===== src/rtl/lsu_xlate_pkg.sv =====
// Shared types and helpers for the store/load address-translation sequencer.
// Latency: none (package only).
// Backpressure: n/a.
package lsu_xlate_pkg;

    typedef enum logic [2:0] {
        IDLE  = 3'd0,
        REQ0  = 3'd1,
        REQ1  = 3'd2,
        MISS  = 3'd3,
        ISSUE = 3'd4,
        DRAIN = 3'd5
    } xlate_state_e;

    localparam logic [7:0] FAULT_MISS  = 8'h01;
    localparam logic [7:0] FAULT_WP    = 8'h02;
    localparam logic [7:0] FAULT_PRIV  = 8'h04;
    localparam logic [7:0] FAULT_PAGE2 = 8'h08;

    // Bits needed to name one bank inside a row.
    function automatic int bank_bits(input int bank_count);
        return $clog2(bank_count);
    endfunction

    // Bits of byte offset inside one row.
    function automatic int row_bits(input int bank_count, input int bank_bytes);
        return $clog2(bank_count * bank_bytes);
    endfunction

    // Index width that never collapses to zero (single-thread builds).
    function automatic int idx_bits(input int n);
        return (n > 1) ? $clog2(n) : 1;
    endfunction

endpackage


===== src/rtl/saddr_bankmask.sv =====
// Bank-touch mask, row-split and page-cross flags for one access.
// Latency: combinational.
// Backpressure: none; pure function of its inputs.
module saddr_bankmask
    import lsu_xlate_pkg::*;
#(
    parameter int BANK_COUNT = 32,
    parameter int BANK_BYTES = 4,
    parameter int PAGE_BITS  = 13
) (
    input  logic [PAGE_BITS-1:0]  voff_i,
    input  logic [2:0]            size_i,
    output logic [BANK_COUNT-1:0] banks_o,
    output logic                  split_o,
    output logic                  pcross_o
);

    localparam int BB_W  = $clog2(BANK_BYTES);
    localparam int BC_W  = bank_bits(BANK_COUNT);
    localparam int ROW_W = row_bits(BANK_COUNT, BANK_BYTES);
    localparam int EW    = PAGE_BITS + 1;

    logic [EW-1:0]   len_m1;
    logic [EW-1:0]   end_off;
    logic [BC_W-1:0] bank0;
    logic [BC_W-1:0] bank_e;
    logic [BC_W-1:0] span;
    logic [BC_W-1:0] rel;

    // Last byte offset; the extra top bit is the carry out of the page.
    always_comb begin
        len_m1   = (EW'(1) << size_i) - EW'(1);
        end_off  = {1'b0, voff_i} + len_m1;
        pcross_o = end_off[PAGE_BITS];
        split_o  = end_off[PAGE_BITS:ROW_W] != {1'b0, voff_i[PAGE_BITS-1:ROW_W]};
    end

    // Banks from bank0 up to the last byte's bank, wrapping modulo the row.
    always_comb begin
        bank0   = voff_i[BB_W +: BC_W];
        bank_e  = end_off[BB_W +: BC_W];
        span    = bank_e - bank0;
        rel     = '0;
        banks_o = '0;
        for (int i = 0; i < BANK_COUNT; i++) begin
            rel        = BC_W'(i) - bank0;
            banks_o[i] = (int'(size_i) >= ROW_W) || (rel <= span);
        end
    end

endmodule


===== src/rtl/saddrcalc_xlate_seq.sv =====
// Address calc + one/two page MLB lookup sequencer with miss retry and fault checks.
// Latency: accept -> out_valid is 3 cycles for a 1-cycle TLB hit on a single page.
// Backpressure: in_ready only in IDLE; micro-op held stable until out_ready.
module saddrcalc_xlate_seq
    import lsu_xlate_pkg::*;
#(
    parameter int BANK_COUNT  = 32,
    parameter int BANK_BYTES  = 4,
    parameter int VADDR_WIDTH = 64,
    parameter int PADDR_WIDTH = 44,
    parameter int PAGE_BITS   = 13,
    parameter int THREADS     = 2,
    parameter int TAG_WIDTH   = 16,
    parameter int RETRY_MAX   = 3,
    localparam int TW    = idx_bits(THREADS),
    localparam int VPN_W = VADDR_WIDTH - PAGE_BITS,
    localparam int PPN_W = PADDR_WIDTH - PAGE_BITS
) (
    input  logic                   clk_i,
    input  logic                   rst_ni,
    input  logic                   in_valid_i,
    output logic                   in_ready_o,
    input  logic [VADDR_WIDTH-1:0] in_vaddr_i,
    input  logic [2:0]             in_size_i,
    input  logic                   in_st_i,
    input  logic [TAG_WIDTH-1:0]   in_tag_i,
    input  logic [TW-1:0]          in_thread_i,
    input  logic [THREADS-1:0]     user_mode_i,
    input  logic                   flush_i,
    input  logic [TW-1:0]          flush_thread_i,
    output logic                   tlb_req_valid_o,
    output logic [VPN_W-1:0]       tlb_req_vpn_o,
    output logic [TW-1:0]          tlb_req_thread_o,
    input  logic                   tlb_rsp_valid_i,
    input  logic                   tlb_rsp_hit_i,
    input  logic [PPN_W-1:0]       tlb_rsp_ppn_i,
    input  logic                   tlb_rsp_wp_i,
    input  logic                   tlb_rsp_user_i,
    output logic                   mlb_miss_o,
    input  logic                   fill_done_i,
    output logic                   out_valid_o,
    input  logic                   out_ready_i,
    output logic [PADDR_WIDTH-1:0] out_paddr0_o,
    output logic [PADDR_WIDTH-1:0] out_paddr1_o,
    output logic [BANK_COUNT-1:0]  out_banks_o,
    output logic                   out_split_o,
    output logic                   out_st_o,
    output logic [TAG_WIDTH-1:0]   out_tag_o,
    output logic                   out_fault_o,
    output logic [7:0]             out_fault_code_o
);

    localparam int ROW_W = row_bits(BANK_COUNT, BANK_BYTES);
    localparam int RF_W  = PAGE_BITS - ROW_W;
    localparam int RW    = idx_bits(RETRY_MAX + 1);

    xlate_state_e state_q, state_d;

    logic                   alive_q;
    logic                   miss_q;
    logic                   page_sel_q;
    logic [VADDR_WIDTH-1:0] vaddr_q;
    logic                   st_q;
    logic [TAG_WIDTH-1:0]   tag_q;
    logic [TW-1:0]          thread_q;
    logic [BANK_COUNT-1:0]  banks_q;
    logic                   split_q;
    logic                   pcross_q;
    logic [PPN_W-1:0]       ppn0_q;
    logic [PPN_W-1:0]       ppn1_q;
    logic [7:0]             code_q;
    logic [RW-1:0]          retry_q;

    logic [BANK_COUNT-1:0]  bm_banks;
    logic                   bm_split;
    logic                   bm_pcross;
    logic                   accept;
    logic                   kill;
    logic                   in_req;
    logic                   retry_lim;
    logic [7:0]             rsp_code;
    logic [RF_W-1:0]        next_row;

    saddr_bankmask #(
        .BANK_COUNT (BANK_COUNT),
        .BANK_BYTES (BANK_BYTES),
        .PAGE_BITS  (PAGE_BITS)
    ) u_bankmask (
        .voff_i   (in_vaddr_i[PAGE_BITS-1:0]),
        .size_i   (in_size_i),
        .banks_o  (bm_banks),
        .split_o  (bm_split),
        .pcross_o (bm_pcross)
    );

    // A flush of the requesting thread in the same cycle blocks the accept.
    assign accept    = in_valid_i && in_ready_o &&
                       !(flush_i && (flush_thread_i == in_thread_i));
    assign kill      = flush_i && (flush_thread_i == thread_q);
    assign in_req    = (state_q == REQ0) || (state_q == REQ1);
    assign retry_lim = (retry_q == RW'(RETRY_MAX));

    // Fault bits contributed by the lookup response seen this cycle.
    always_comb begin
        rsp_code = 8'h00;
        if (tlb_rsp_hit_i) begin
            if (st_q && tlb_rsp_wp_i)
                rsp_code = rsp_code | FAULT_WP;
            if (user_mode_i[thread_q] && !tlb_rsp_user_i)
                rsp_code = rsp_code | FAULT_PRIV;
        end else if (retry_lim) begin
            rsp_code = FAULT_MISS;
        end
        if ((rsp_code != 8'h00) && (state_q == REQ1))
            rsp_code = rsp_code | FAULT_PAGE2;
    end

    // State register.
    always_ff @(posedge clk_i or negedge rst_ni) begin
        if (!rst_ni) state_q <= IDLE;
        else         state_q <= state_d;
    end

    // Next-state: lookup sequencing, miss/retry, flush kill.
    always_comb begin
        state_d = state_q;
        case (state_q)
            IDLE: begin
                if (accept) state_d = REQ0;
            end
            REQ0, REQ1: begin
                if (kill) begin
                    // A response landing this cycle leaves nothing to drain.
                    state_d = tlb_rsp_valid_i ? IDLE : DRAIN;
                end else if (tlb_rsp_valid_i) begin
                    if (tlb_rsp_hit_i)
                        state_d = ((state_q == REQ0) && pcross_q) ? REQ1 : ISSUE;
                    else if (retry_lim)
                        state_d = ISSUE;
                    else
                        state_d = MISS;
                end
            end
            MISS: begin
                if (kill)             state_d = IDLE;
                else if (fill_done_i) state_d = page_sel_q ? REQ1 : REQ0;
            end
            ISSUE: begin
                if (kill || out_ready_i) state_d = IDLE;
            end
            DRAIN: begin
                if (tlb_rsp_valid_i) state_d = IDLE;
            end
            default: state_d = IDLE;
        endcase
    end

    // Op context: latched at accept, translation results merged per response.
    always_ff @(posedge clk_i or negedge rst_ni) begin
        if (!rst_ni) begin
            alive_q    <= 1'b0;
            miss_q     <= 1'b0;
            page_sel_q <= 1'b0;
            vaddr_q    <= '0;
            st_q       <= 1'b0;
            tag_q      <= '0;
            thread_q   <= '0;
            banks_q    <= '0;
            split_q    <= 1'b0;
            pcross_q   <= 1'b0;
            ppn0_q     <= '0;
            ppn1_q     <= '0;
            code_q     <= 8'h00;
            retry_q    <= '0;
        end else begin
            alive_q <= 1'b1;
            miss_q  <= (state_d == MISS) && (state_q != MISS);
            if (in_req)
                page_sel_q <= (state_q == REQ1);
            if (accept) begin
                vaddr_q  <= in_vaddr_i;
                st_q     <= in_st_i;
                tag_q    <= in_tag_i;
                thread_q <= in_thread_i;
                banks_q  <= bm_banks;
                split_q  <= bm_split;
                pcross_q <= bm_pcross;
                ppn0_q   <= '0;
                ppn1_q   <= '0;
                code_q   <= 8'h00;
                retry_q  <= '0;
            end else if (in_req && tlb_rsp_valid_i && !kill) begin
                code_q <= code_q | rsp_code;
                if (tlb_rsp_hit_i) begin
                    if (state_q == REQ1) ppn1_q <= tlb_rsp_ppn_i;
                    else                 ppn0_q <= tlb_rsp_ppn_i;
                end else if (!retry_lim) begin
                    retry_q <= retry_q + RW'(1);
                end
            end
        end
    end

    // Outputs; data buses read zero whenever their valid is low.
    always_comb begin
        next_row         = vaddr_q[PAGE_BITS-1:ROW_W] + RF_W'(1);
        in_ready_o       = alive_q && (state_q == IDLE);
        tlb_req_valid_o  = in_req;
        tlb_req_vpn_o    = '0;
        tlb_req_thread_o = '0;
        if (in_req) begin
            tlb_req_vpn_o    = vaddr_q[VADDR_WIDTH-1:PAGE_BITS] + VPN_W'(state_q == REQ1);
            tlb_req_thread_o = thread_q;
        end
        mlb_miss_o       = miss_q;
        out_valid_o      = (state_q == ISSUE);
        out_paddr0_o     = '0;
        out_paddr1_o     = '0;
        out_banks_o      = '0;
        out_split_o      = 1'b0;
        out_st_o         = 1'b0;
        out_tag_o        = '0;
        out_fault_o      = 1'b0;
        out_fault_code_o = 8'h00;
        if (state_q == ISSUE) begin
            out_paddr0_o     = {ppn0_q, vaddr_q[PAGE_BITS-1:0]};
            // Next row wraps to offset 0 of the second page exactly when pcross.
            out_paddr1_o     = {(pcross_q ? ppn1_q : ppn0_q), next_row, ROW_W'(0)};
            out_banks_o      = banks_q;
            out_split_o      = split_q;
            out_st_o         = st_q;
            out_tag_o        = tag_q;
            out_fault_o      = |code_q;
            out_fault_code_o = code_q;
        end
    end

endmodule


===== config.mk =====
export PLATFORM = sky130hd
export DESIGN_NAME = saddrcalc_xlate_seq
export DESIGN_NICKNAME = d
export VERILOG_FILES = /design/src/rtl/lsu_xlate_pkg.sv /design/src/rtl/saddr_bankmask.sv /design/src/rtl/saddrcalc_xlate_seq.sv
export SDC_FILE = /design/constraint.sdc
export NUM_CORES = 1
export LEC_CHECK = 0
export CAP_MARGIN = 20
export CORE_ASPECT_RATIO = 0.8
export CORE_MARGIN = 2
export CORE_UTILIZATION = 40
export DETAILED_ROUTE_END_ITERATION = 8
export GPL_TIMING_DRIVEN = 0
export HOLD_SLACK_MARGIN = 0.06
export PLACE_DENSITY = 0.8
export SYNTH_ARGS = -nofsm -noshare
export SYNTH_HDL_FRONTEND = slang
export SYNTH_SLANG_ARGS = --single-unit

===== constraint.sdc =====
create_clock -name clk_i -period 8.1 [get_ports clk_i]
set_input_delay 1.62 -clock clk_i [delete_from_list [all_inputs] [get_ports clk_i]]
set_output_delay 1.62 -clock clk_i [all_outputs]
set_load 0.03 [all_outputs]

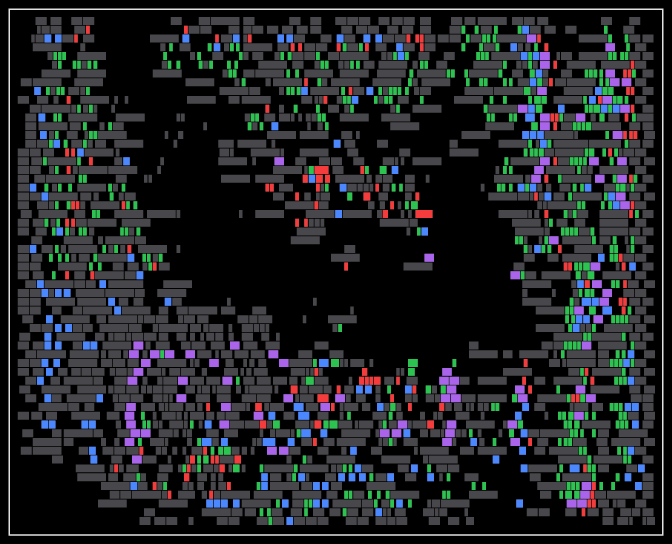
Run 1: gate families picked out
family	color	cells	where
nor cells	red	135	all over the die
xor and xnor cells	purple	88	all over the die
and/or cells	blue	154	all over the die
nand cells	green	436	all over the die

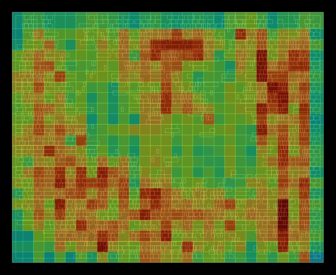
Run 1: track usage over the die
routed length per instance: 18.2 µm
final core occ: 54.3%
met1 Usage GRT: 33.1%
met2 Use GR: 41.5%
met3 usage: 5.34%

==> flow_summary.ini, run 1 <==
; implementation run metrics
[critical_path]
slowest_delay_ps = 730
cpMostUsedCell = ha_1
crit_type = input pin to register
critPathRequiredTime_ps = 8420
timing.rr.end = vaddr_q[29]
path_max_fanout = 20
crit_chain = clkdlybuf4s50_1 > inv_1 > ha_1 > inv_1 > ha_1 > and3b_1 > a221o_2 > nor2_1 > xnor2_1 > ha_1 > o21ai_0 > nand2b_1 > xor2_1 > inv_1 > ha_1 > a21oi_1 > a41o_1 > maj3_2 > o22a_1
end_kind = register
cp_slowest_cell = clkdlybuf4s50_1
reg2reg_from = state_q[2]
reg2reg_depth = 8
arrival_ps = 6930
rrSetupSlack_ps = 4460
startpoint_type = input pin

[hold_path]
hp-class = register to register
min_path_cells = 2
hold_path_startpoint = tag_q[11]
min_to = tag_q[11]

[logic_synthesis]
yosysUniqueCellTypes = 67
synth.avg_cell_area_um2 = 8.12
yosys_most_used_dff = dfrtp_1
yosysSeqAreaShare_pct = 37.8
aoi_share_pct = 13.6
async_flop_share_pct = 100
netlist_area_um2 = 12600
synthCells = 1547
top_area_share_pct = 37.8
ys_area_um2 = 12600
edf_count = 0
synth-xor-area-share_pct = 6.14
top_cell = nand2_1
synth.area.mux_share_pct = 2.63
simple_gate_share_pct = 26.2
synth.area.top_cells = dfrtp_1 38%, nand2_1 12%, ha_1 6.6%
ys_cells = 1547
numSynthFlops = 190
yosysTopAreaCell = dfrtp_1
yosysWarnings = 0
synthTopCellsByCount = 389 x nand2_1, 190 x dfrtp_1, 126 x a21oi_1
logic_family = simple AND/OR/NAND/NOR gates
yosys.area_share.adder_pct = 8.37

[cts]
cts_tree = built
cts_buffer_depth = 2
numCtsBuffers = 17
path_clk_slew_ps = 80
hold_buffers = 0
cts_resized = 0
cts_setup_buffers = 0
cts_max_level = 4
root_buffer = clkbuf_16
cts_sinks = 190
clock_latency_ps = 430

[power_and_ir_drop]
p_per_area_nw_per_um2 = 321
internal_power_w = 0.00301
maxPowerGroup = combinational logic
p_sw_share_pct = 44.6
irDropWorstVdd_uv = 202
power_clock_w = 0.000854
power_frac_seq_pct = 30.2
leakagePower_nw = 7.39
total_power_w = 0.00543
clkPwrFrac_pct = 15.7
p_comb_w = 0.00294
p_switching_w = 0.00242
powerSeq_w = 0.00164
p_comb_share_pct = 54.1

[placement]
dpl_cell_area_um2 = 16400
post-dp-hpwl_um = 32000
globalplace.congestion = 0.923
place_inst = 2297
portBuffers = 319

[detailed_routing]
drtIter0Drc = 837
drc = 0
wl_um = 42400
viasPerCell = 5.32
antenna_left = 0
vias = 12400
drt_first_pass_iters = 5

[global_routing]
first_global_vias = 11900
gr-total-overflow = 0
antenna_found_initial = 0
grt_first_pass_wirelength_um = 64800
gr-usage-all-layers_pct = 25.1
grt_max_degree = 121

[final_timing]
worst_slew_pin_slew_ps = 1010
setup_viol = 0
rsz0062_at_grt = no
finalClockPeriodUsage_pct = 81.6
report.final.slew_viol_count = 0
hold_viol = 0
slew_headroom_pct = 32.7
period_minus_slack_ps = 6610
clock.fmax_ghz = 0.151
finClkSkew_ps = 12.7

[final_layout]
post-route-cell-area_um2 = 16900
layout_top_cell = nand2_1
stdcell_count = 2328
nets = 2093
area_growth_pct = 34.8
mi_logic_area_um2 = 7200
nFillCells = 2880
flop_area_um2 = 4750
drive_gt1_share_pct = 4.45
layout_top_cells = 389 x nand2_1, 318 x clkdlybuf4s50_1, 190 x dfrtp_1
n_antenna_cell = 0

[floorplanning]
io_pins = 332
core_um2 = 31200
dieArea_um2 = 32800
rows = 58
die_w_um = 202
fp-utilization_pct = 40.3
fp.dieH_um = 163

[run]
max_cap_violations = 0
warnings = 41

[run_status]
status = complete, no violations
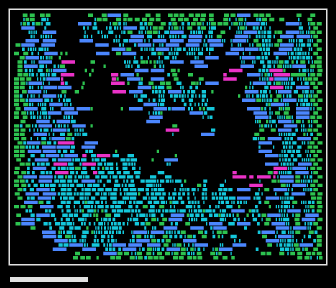
Run 1: placement by cell class
The bar under the picture is 50 µm long.
class	color	cells
remaining buffers and delay cells	green	418
clock drivers and dummy loads	magenta	31
sequential cells	blue	190
remaining logic cells	cyan	1269

-- run 1: worst max-delay path by stage --
stage / to / start / depth (start not counted) / slack [ps]
after floorplan: banks_q[1] / in_size_i[1] / 18 / 2490
after global placement: banks_q[3] / rst_ni / 1 / -2610
after detailed placement: banks_q[1] / in_vaddr_i[3] / 19 / 1160
after CTS: banks_q[15] / in_vaddr_i[3] / 18 / 1580
after global routing: banks_q[26] / in_vaddr_i[3] / 19 / 1220
final: banks_q[26] / in_vaddr_i[3] / 19 / 1490
-- run 1: area by class of cell --
cell class / instances / area share, %
repair buffers: 320 / 19.0
flip-flops and latches: 190 / 28.1
multi-input cells: 1214 / 42.5
inverters: 55 / 1.22
clock buffers: 20 / 2.64
plain buffers: 98 / 2.61
clock inverters: 11 / 0.805
well taps: 420 / 3.10
-- run 1: per-layer routing --
metal / global-route usage (%) / wire (µm) / up-vias
met2: 41.5 / 19500 / 559
met5: 0 / 0 / -
met3: 5.34 / 3350 / 55
met4: 8.26 / 1090 / 0
met1: 33.1 / 18400 / 5947
li1: - / - / 5829
-- run 1: stage by stage --
stage                     worst slack (ps)  hold WS, ps  TNS (ps)  util, %
after CTS                             1580          473         0     54.3
final                                 1490          470         0     54.3
after floorplan                       2490          437         0        -
after global routing                  1220          493         0     54.3
after global placement               -2610          452   -490930     52.3
after detailed placement              1160          454         0     52.4
-- run 1: critical path, delay by kind of cell --
family          cells  cell delay, ps
compound gates      5             980
xor+xnor            2             540
buf+inv             4            1550
simple gates        3             410
fa+ha+maj           5            1800
-- run 1: sequential cells by signal (all words and copies together) (netlist names) --
name	cells
alive_q	1
banks_q	32
code_q	4
mlb_miss_o	1
page_sel_q	1
pcross_q	1
ppn0_q	31
ppn1_q	31
retry_q	2
split_q	1
st_q	1
state_q	3
tag_q	16
thread_q	1
vaddr_q	64
==> run 2: changes to the inputs <==
==> constraint.sdc (replaced) <==
create_clock -name clk_i -period 6.83 [get_ports clk_i]
set_input_delay 1.366 -clock clk_i [delete_from_list [all_inputs] [get_ports clk_i]]
set_output_delay 1.366 -clock clk_i [all_outputs]
set_load 0.03 [all_outputs]
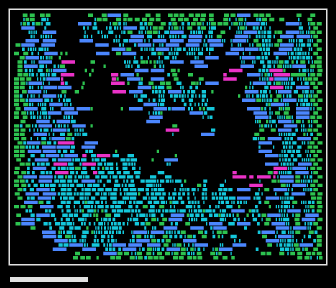
Run 2: placement by cell class
The bar under the picture is 50 µm long.
class	color	cells
remaining buffers and delay cells	green	418
clock drivers and dummy loads	magenta	31
remaining logic cells	cyan	1269
sequential cells	blue	190

==> flow_summary.ini, run 2 <==
; implementation run metrics
[detailed_routing]
vias = 12400
dr.max_layer_used = met4
drc = 0
drt_first_pass_iters = 5
wl_met1_um = 18400
wl_met3_um = 3350
dr_wl_met2_um = 19500
viasPerCell = 5.32
drtIter0Drc = 837
wl_um = 42400

[floorplanning]
dieArea_um2 = 32800
fp-utilization_pct = 40.3
die_w_um = 202
core_um2 = 31200
fp.dieH_um = 163

[logic_synthesis]
edf_count = 0
synth.avg_cell_area_um2 = 8.12
top_cell = nand2_1
yosys_most_used_dff = dfrtp_1
yosysTopAreaCell = dfrtp_1
synthTopCellsByCount = 389 x nand2_1, 190 x dfrtp_1, 126 x a21oi_1
synth.area.mux_share_pct = 2.63
aoi_share_pct = 13.6
async_flop_share_pct = 100
yosysWarnings = 0
ys_cells = 1547

[global_routing]
busiest_layer = met2
grt_max_degree = 121
met3_usage_pct = 5.34
antenna_found_initial = 0
gr-total-overflow = 0
grt_first_pass_wirelength_um = 64800
use_met1_pct = 33.1

[power_and_ir_drop]
irDropWorstVdd_uv = 240
leakagePower_nw = 7.39

[final_timing]
finalClockPeriodUsage_pct = 93.1
rsz0062_at_grt = no
holdWs_ps = 470
slew_headroom_pct = 32.7
clock.fmax_ghz = 0.157
finClkSkew_ps = 12.7
report.final.slew_viol_count = 0
worst_slew_pin_slew_ps = 1010

[final_layout]
reg_top3 = vaddr_q: 64 flops, banks_q: 32 flops
post-route-util_pct = 54.3
regMostFlops = vaddr_q
layout_top_cell = nand2_1
nets = 2093
drive_gt1_share_pct = 4.45
stdcell_count = 2328
n_antenna_cell = 0

[cts]
clock_latency_ps = 430
cts_setup_buffers = 0
cts_tree = built
root_buffer = clkbuf_16
cts_sinks = 190
numCtsBuffers = 17
cts_max_level = 4

[run_status]
status = complete, no violations

[critical_path]
path_max_fanout = 20
critPathRequiredTime_ps = 7150

[placement]
dp_slack_ps = 141
globalplace.congestion = 0.923
portBuffers = 319

[hold_path]
hp-class = register to register

[run]
warnings = 41
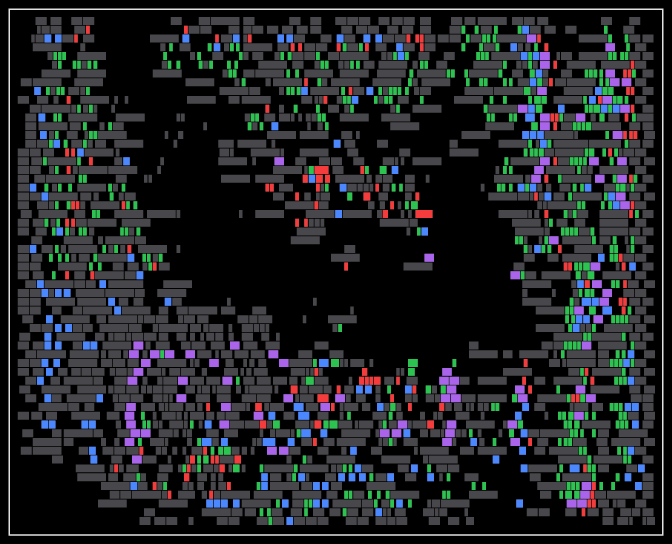
Run 2: gate families picked out
family	color	cells	where
nor cells	red	135	all over the die
nand cells	green	436	all over the die
and/or cells	blue	154	all over the die
xor and xnor cells	purple	88	all over the die

-- run 2: cell type report --
| class | count | area, µm² |
|---|---|---|
| Fill cell | 2880 | 14300 |
| Tap cell | 420 | 526 |
| Timing Repair Buffer | 320 | 3230 |
| Multi-Input combinational cell | 1214 | 7200 |
| Clock buffer | 20 | 447 |
| Sequential cell | 190 | 4750 |
| Buffer | 98 | 442 |
| Inverter | 55 | 206 |
| Clock inverter | 11 | 136 |
-- run 2: path summary, 6_finish.rpt --
| check | cells past startpoint | end | startpoint |
|---|---|---|---|
| setup / recovery | 19 | banks_q[26] | in_vaddr_i[3] |
| setup reg to reg | 8 | vaddr_q[29] | state_q[2] |
| max in group asynchronous | 2 | banks_q[26] | rst_ni |
| min in group asynchronous | 1 | vaddr_q[39] | rst_ni |
| hold / removal | 2 | tag_q[11] | tag_q[11] |
| hold reg to reg | 2 | tag_q[11] | tag_q[11] |
-- run 2: stage by stage --
step                      area [µm²]  TNS [ps]
after floorplan                12600         0
after global placement         16300   -683970
after detailed placement       16400         0
after CTS                      16900         0
after global routing           16900         0
final                          16900         0
-- run 2: critical path: stages --
cell             delay (ps)
clkdlybuf4s50_1         730
inv_1                   330
ha_1                    380
inv_1                    40
ha_1                    350
and3b_1                 200
a221o_2                 400
nor2_1                  120
xnor2_1                 140
ha_1                    280
o21ai_0                  90
nand2b_1                 90
xor2_1                  400
inv_1                   450
ha_1                    450
a21oi_1                  70
a41o_1                  250
maj3_2                  340
o22a_1                  170
-- run 2: power breakdown --
part | leakage, nW | internal [W] | switching (W)
Combinational | 4.73 | 0.00145 | 0.00204
Clock | 0.277 | 0.000553 | 0.000460
Sequential | 2.39 | 0.00157 | 0.000374
No activity file was given, so power comes from the tool's default toggle rates.
